layer_met1.png
Scale: 6 px per um. Supply wires on this layer in grey.
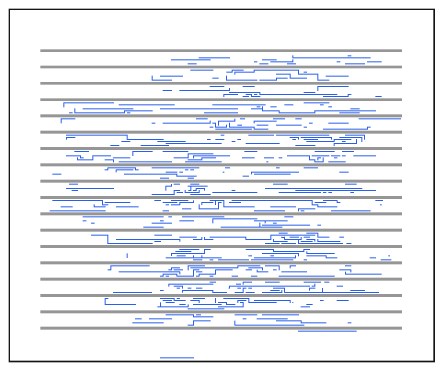
layer_met2.png
Scale: 4 px per um.
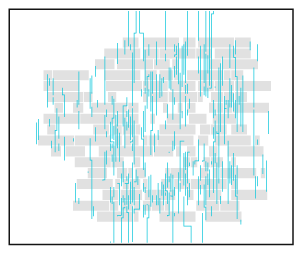
layer_met3.png
Scale: 6 px per um.
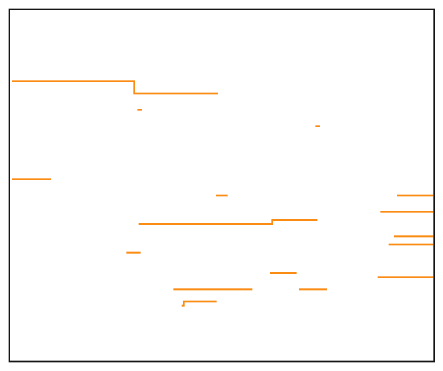
placement.png
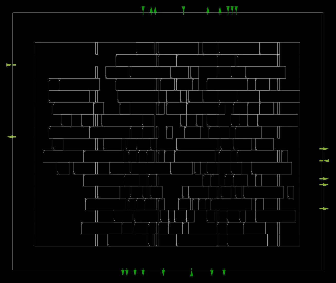
io_placement.png
Scale: 6 px per um. Pins as bars across the die edge, other pins in grey.
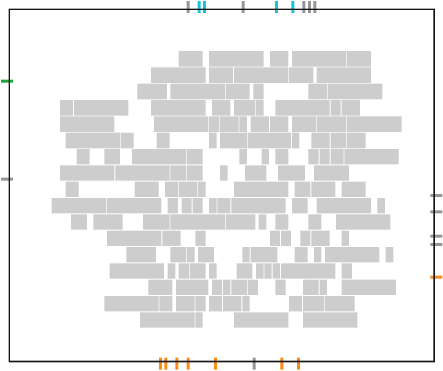
**config.mk**
```make
export PLATFORM = sky130hd
export DESIGN_NAME = gray_decode_monitor
export DESIGN_NICKNAME = d
export VERILOG_FILES = /design/src/rtl/gray_decode_monitor.sv
export SDC_FILE = /design/constraint.sdc
export NUM_CORES = 1
export LEC_CHECK = 0
export CORE_ASPECT_RATIO = 0.8
export CORE_MARGIN = 5
export CORE_UTILIZATION = 55
export DETAILED_ROUTE_END_ITERATION = 10
export DONT_BUFFER_PORTS = 1
export PLACE_DENSITY = 0.81
export SLEW_MARGIN = 30
export SYNTH_ARGS = -nofsm -noshare
export SYNTH_HDL_FRONTEND = slang
export SYNTH_SLANG_ARGS = --single-unit
export TNS_END_PERCENT = 50
```
**constraint.sdc**
```tcl
create_clock -name clk -period 9.3 [get_ports clk]
set_input_delay 1.86 -clock clk [delete_from_list [all_inputs] [get_ports clk]]
set_output_delay 1.86 -clock clk [all_outputs]
set_load 0.05 [all_outputs]
```
**src/rtl/gray_decode_monitor.sv**
```systemverilog
// Purpose : decode a sampled Gray count back to binary and flag steps larger than +1.
// Latency : 2 cycles from gray_valid to bin_valid/bin_out/step_err; full rate, one result per cycle.
// Backpr. : none; every valid sample is accepted, and idle cycles hold all tracking state.
//
// Ports:
//   clk, rst            rising-edge clock, asynchronous active-high reset
//   gray_in/gray_valid  Gray-coded sample and its qualifier
//   clr_err             clears err_flag and err_count (a same-cycle step error wins)
//   bin_out/bin_valid   decoded value and one-cycle update pulse
//   step_err            one-cycle pulse with bin_valid when the step was larger than +1
//   err_flag/err_count  sticky error flag and saturating error count
//   locked              LOCK_N consecutive +1 steps seen since the last error or reset
module gray_decode_monitor #(
    parameter int WIDTH  = 4,
    parameter int LOCK_N = 4,
    parameter int ERR_W  = 8
) (
    input  logic             clk,
    input  logic             rst,
    input  logic [WIDTH-1:0] gray_in,
    input  logic             gray_valid,
    input  logic             clr_err,
    output logic [WIDTH-1:0] bin_out,
    output logic             bin_valid,
    output logic             step_err,
    output logic             err_flag,
    output logic [ERR_W-1:0] err_count,
    output logic             locked
);

    localparam logic [7:0] LOCK_C = 8'(LOCK_N);

    typedef enum logic {
        ST_ACQUIRE,
        ST_TRACK
    } state_t;

    // Stage 1 capture
    logic [WIDTH-1:0] r_g_q;
    logic             r_v_q;

    // Tracking state
    state_t           r_state;
    logic [WIDTH-1:0] r_prev;
    logic [7:0]       r_good;
    logic             r_locked;

    // Stage 2 outputs
    logic [WIDTH-1:0] r_bin_out;
    logic             r_bin_valid;
    logic             r_step_err;
    logic             r_err_flag;
    logic [ERR_W-1:0] r_err_count;

    logic [WIDTH-1:0] w_b;
    logic [WIDTH-1:0] w_delta;
    state_t           w_state_nxt;
    logic [WIDTH-1:0] w_prev_nxt;
    logic [7:0]       w_good_nxt;
    logic             w_locked_nxt;
    logic             w_step_err;

    // Each binary bit is the XOR of all Gray bits at and above it.
    genvar gi;
    generate
        for (gi = 0; gi < WIDTH; gi++) begin : g_dec
            assign w_b[gi] = ^r_g_q[WIDTH-1:gi];
        end
    endgenerate

    // Modular difference, so a wrap from all-ones to zero is a +1 step.
    assign w_delta = w_b - r_prev;

    always_ff @(posedge clk or posedge rst) begin
        if (rst) begin
            r_g_q <= '0;
            r_v_q <= 1'b0;
        end else begin
            r_v_q <= gray_valid;
            if (gray_valid) begin
                r_g_q <= gray_in;
            end
        end
    end

    always_comb begin
        w_state_nxt  = r_state;
        w_prev_nxt   = r_prev;
        w_good_nxt   = r_good;
        w_locked_nxt = r_locked;
        w_step_err   = 1'b0;
        if (r_v_q) begin
            case (r_state)
                ST_ACQUIRE: begin
                    // First sample only anchors the reference; nothing to compare against.
                    w_prev_nxt   = w_b;
                    w_good_nxt   = 8'd0;
                    w_locked_nxt = 1'b0;
                    w_state_nxt  = ST_TRACK;
                end
                ST_TRACK: begin
                    if (w_delta == WIDTH'(1)) begin
                        w_prev_nxt = w_b;
                        if (r_good < LOCK_C) begin
                            w_good_nxt = r_good + 8'd1;
                        end
                        if (w_good_nxt >= LOCK_C) begin
                            w_locked_nxt = 1'b1;
                        end
                    end else if (w_delta != '0) begin
                        // Re-anchor on the bad sample so one glitch costs one error.
                        w_step_err   = 1'b1;
                        w_prev_nxt   = w_b;
                        w_good_nxt   = 8'd0;
                        w_locked_nxt = 1'b0;
                    end
                end
                default: w_state_nxt = ST_ACQUIRE;
            endcase
        end
    end

    always_ff @(posedge clk or posedge rst) begin
        if (rst) begin
            r_state     <= ST_ACQUIRE;
            r_prev      <= '0;
            r_good      <= 8'd0;
            r_locked    <= 1'b0;
            r_bin_out   <= '0;
            r_bin_valid <= 1'b0;
            r_step_err  <= 1'b0;
            r_err_flag  <= 1'b0;
            r_err_count <= '0;
        end else begin
            r_state     <= w_state_nxt;
            r_prev      <= w_prev_nxt;
            r_good      <= w_good_nxt;
            r_locked    <= w_locked_nxt;
            r_bin_valid <= r_v_q;
            r_step_err  <= w_step_err;
            if (r_v_q) begin
                r_bin_out <= w_b;
            end
            // A step error in the same cycle as a clear leaves one error recorded.
            if (w_step_err) begin
                r_err_flag <= 1'b1;
                if (clr_err) begin
                    r_err_count <= ERR_W'(1);
                end else if (r_err_count != {ERR_W{1'b1}}) begin
                    r_err_count <= r_err_count + 1'b1;
                end
            end else if (clr_err) begin
                r_err_flag  <= 1'b0;
                r_err_count <= '0;
            end
        end
    end

    assign bin_out   = r_bin_out;
    assign bin_valid = r_bin_valid;
    assign step_err  = r_step_err;
    assign err_flag  = r_err_flag;
    assign err_count = r_err_count;
    assign locked    = r_locked;

endmodule

```
==> results.txt <==
Implementation numbers.

- The count of different cell masters after synthesis is 40.
- The total overflow reported by the global router is 0.
- The count of input and output buffers is 0.
- The final standard cell area without fillers is 1730 um^2.
- The horizontal die dimension reported for this design is 70.57 um.
- The final cell count without fillers reads 184.
- The origin of the worst setup path reads r_g_q[3].
- The number of gates resized after CTS was 0.
- In this run, synthesis inferred 0 flip-flops with an integrated enable.
- The final layout reports a setup TNS of 0 ps.
- The worst path meets setup with 5841 ps of slack.
- The layout-stage area growth over the synthesis result reads 7.209%.
- The path type of the worst min-delay path is reg2reg.
- The share of post-route cells with drive strength above 1 is 18.49%.
- Looking at the clock tree report, the H-tree level count equals 2.
- The worst setup path is captured at a flop.
- Hold repair after CTS inserted 0 buffers.
- The number of sinks driven by the clock tree is 34.
- The net count of the mapped netlist reads 154.
- The maximum clock frequency is 289.1 MHz.
- The source-to-sink clock delay at the later pin of the worst-skew pair reads 280 ps.
- The number of cells in the yosys synthesis report is 141.
- The primary flip-flop cell chosen by synthesis mapping reads sky130_fd_sc_hd__dfrtp_1.
- The share of the synthesized netlist area taken by xor and xnor gates reads 3.798%.
- The share of synthesized cell area in and, or, nand and nor gates is 14.81%.
- For this run, design rule violations remaining after detail routing come to 0.
- The critical path is of the reg2reg type.
- Nets still carrying antenna violations after routing amount to 0.
- The post-layout minimum cycle time is 3459 ps.
- The kind of start point of the critical path is a flop.
- Per the post-CTS timing run, clock transition at the registers of the reported paths is 60 ps.
- The busiest layer in global routing reads met2.
- The power per standard cell area reads 289.8 nW/um^2.
- The buffer cell driving the clock tree root is sky130_fd_sc_hd__clkbuf_8.
- The synthesized netlist cell count reads 141.
- In the post-synthesis netlist, the biggest area contributors are sky130_fd_sc_hd__dfrtp_1, sky130_fd_sc_hd__mux2_2, sky130_fd_sc_hd__ha_1, sky130_fd_sc_hd__a21oi_1, sky130_fd_sc_hd__xnor2_1.
- The maximum root-to-sink buffer count reads 2.
- The total length of routed met3 wires reads 140 um.
- Signal nets in the final route climb as high as met4.
- The post-synthesis share of cell area spent on full adders, half adders and majority gates is 4.341%.
- The routed via count divided by cell count reads 5.848.
- The final weighted congestion of routability-driven global placement reads 0.8205.
- For reference, compound AND-OR and OR-AND cells occupy 11.55% of the area reported after synthesis.
- The report counts max-capacitance violations totalling 0.
- The fraction of met3 tracks used by global routing reads 5.461%.
- The transition at the pin with the smallest max-transition slack reads 604.4 ps.
- The register bit total from synthesis reads 34.
- The total power consumption of the routed design is 0.0005015 W.
- The flow ran to the end, and the final reports show no timing, DRC or antenna violations.
- The met2 demand-to-capacity share in global routing reads 25.60%.
- The initial standard-cell utilization of the core reads 57.93%.
- Of the post-synthesis cell area, the dominant cell type holds 52.71%.
- The top cell type by total area after synthesis reads sky130_fd_sc_hd__dfrtp_1.
- In the final design database the tool counted 158 nets.
- For the worst setup path, the data arrival time is 3620 ps.
- The die height is 58.46 um.
- Global routing consumed, over all layers together, 15.73% of the routing resources.
- According to the Yosys statistics, the synthesized design has a chip area of 1614 um^2.
- The netlist area before placement is 1614 um^2.
- The sum of routed wire length over all layers reads 2852 um.
## Picture notes: layer_met1.png
share of all routed wire: 45%
longest straight run: 16.1 um

## Picture notes: layer_met2.png
nets with wire on the layer: 142
main direction: vertical
wire length on this layer: 1350 um
longest straight run: 28.9 um

## Picture notes: layer_met3.png
share of all routed wire: 4.9%
wire length on this layer: 141 um
main direction: horizontal

## Picture notes: placement.png
floorplan row count: 17
final core area utilization: 62.10%
Std-Cell Core Area: 2786 um^2
fillers: 223

## Picture notes: io_placement.png
[cyan] bin_out | pins: 4 | direction: output | edge: north
[green] clk | pins: 1 | direction: input | edge: west
[orange] err_count | pins: 8 | direction: output | edge: 7 south, 1 east
all pins by edge: 9 north, 8 south, 5 east, 2 west

-- flip-flops by register name, summed over array words and instances (netlist names) --
name and cells:
bin_out 4, bin_valid 1, err_count 8, err_flag 1, locked 1, r_g_q 4
r_good 8, r_prev 4, r_state 1, r_v_q 1, step_err 1
-- report_power, final --
group          switching [W]  internal [W]
clock              0.0000501     0.0000596
combinational      0.0000831     0.0000633
sequential         0.0000724      0.000173
-- Yosys cell counts (all sizes together), types with 3 or more instances --
cell type   n
ha          4
xnor2       5
nor2        8
mux2       10
nand2       7
o21ai       4
or2         3
a21oi      10
inv         9
or4         4
dfrtp      34
and2        5
mux2i       3
-- placed cells by master, fill, tap and decap left out, types with 2 or more instances in the layout --
cell type / instances
sky130_fd_sc_hd__dfrtp_1: 34
sky130_fd_sc_hd__mux2_2: 10
sky130_fd_sc_hd__inv_1: 9
sky130_fd_sc_hd__a21oi_1: 9
sky130_fd_sc_hd__nor2_1: 8
sky130_fd_sc_hd__nand2_1: 7
sky130_fd_sc_hd__clkbuf_8: 6
sky130_fd_sc_hd__xnor2_1: 5
sky130_fd_sc_hd__and2_1: 5
sky130_fd_sc_hd__or4_1: 4
sky130_fd_sc_hd__ha_1: 4
sky130_fd_sc_hd__mux2i_1: 3
sky130_fd_sc_hd__o21ai_0: 3
sky130_fd_sc_hd__xor2_1: 2
sky130_fd_sc_hd__nor2b_1: 2
sky130_fd_sc_hd__nor3_1: 2
sky130_fd_sc_hd__a31o_2: 2
sky130_fd_sc_hd__nand4_1: 2
sky130_fd_sc_hd__or2_2: 2
sky130_fd_sc_hd__nand2b_1: 2
sky130_fd_sc_hd__or3_2: 2
sky130_fd_sc_hd__nand3_1: 2
sky130_fd_sc_hd__o31ai_1: 2
-- metrics by stage --
stage	utilization, %	hold slack (ps)
detailed placement	58.82	463.8
finish	62.10	478.0
CTS	62.10	483.7
floorplan	-	372.4
global route	62.10	491.7
global placement	58.82	460.3
-- area by class of cell --
class / instances / share of cell area (%)
Multi-Input combinational cell: 94 / 40.42
Clock buffer: 7 / 4.989
Inverter: 9 / 1.952
Tap cell: 38 / 2.748
Timing Repair Buffer: 1 / 0.4338
Sequential cell: 34 / 49.17
Clock inverter: 1 / 0.2892
-- worst paths after layout --
path | to | slack, ps | depth (start not counted)
worst max-delay path | r_prev[3] | 5840 | 11
worst min-delay path | r_good[7] | 480 | 1
worst max register to register | r_prev[3] | 5840 | 11
worst min register to register | r_good[7] | 480 | 1
max in group asynchronous | r_prev[3] | 7280 | 2
min in group asynchronous | err_flag | 1380 | 1
-- critical path, stage by stage, from the launching register on --
cell and delay, ps:
sky130_fd_sc_hd__dfrtp_1 460, sky130_fd_sc_hd__xnor2_1 370, sky130_fd_sc_hd__xnor2_1 270, sky130_fd_sc_hd__xnor2_1 160, sky130_fd_sc_hd__ha_1 230, sky130_fd_sc_hd__fa_1 380
sky130_fd_sc_hd__xnor2_1 200, sky130_fd_sc_hd__xnor2_1 150, sky130_fd_sc_hd__nand2_1 110, sky130_fd_sc_hd__a21oi_4 360, sky130_fd_sc_hd__a31o_2 290, sky130_fd_sc_hd__mux2_2 350
Power figures rest on the tool's default switching activity, not on a simulated workload.
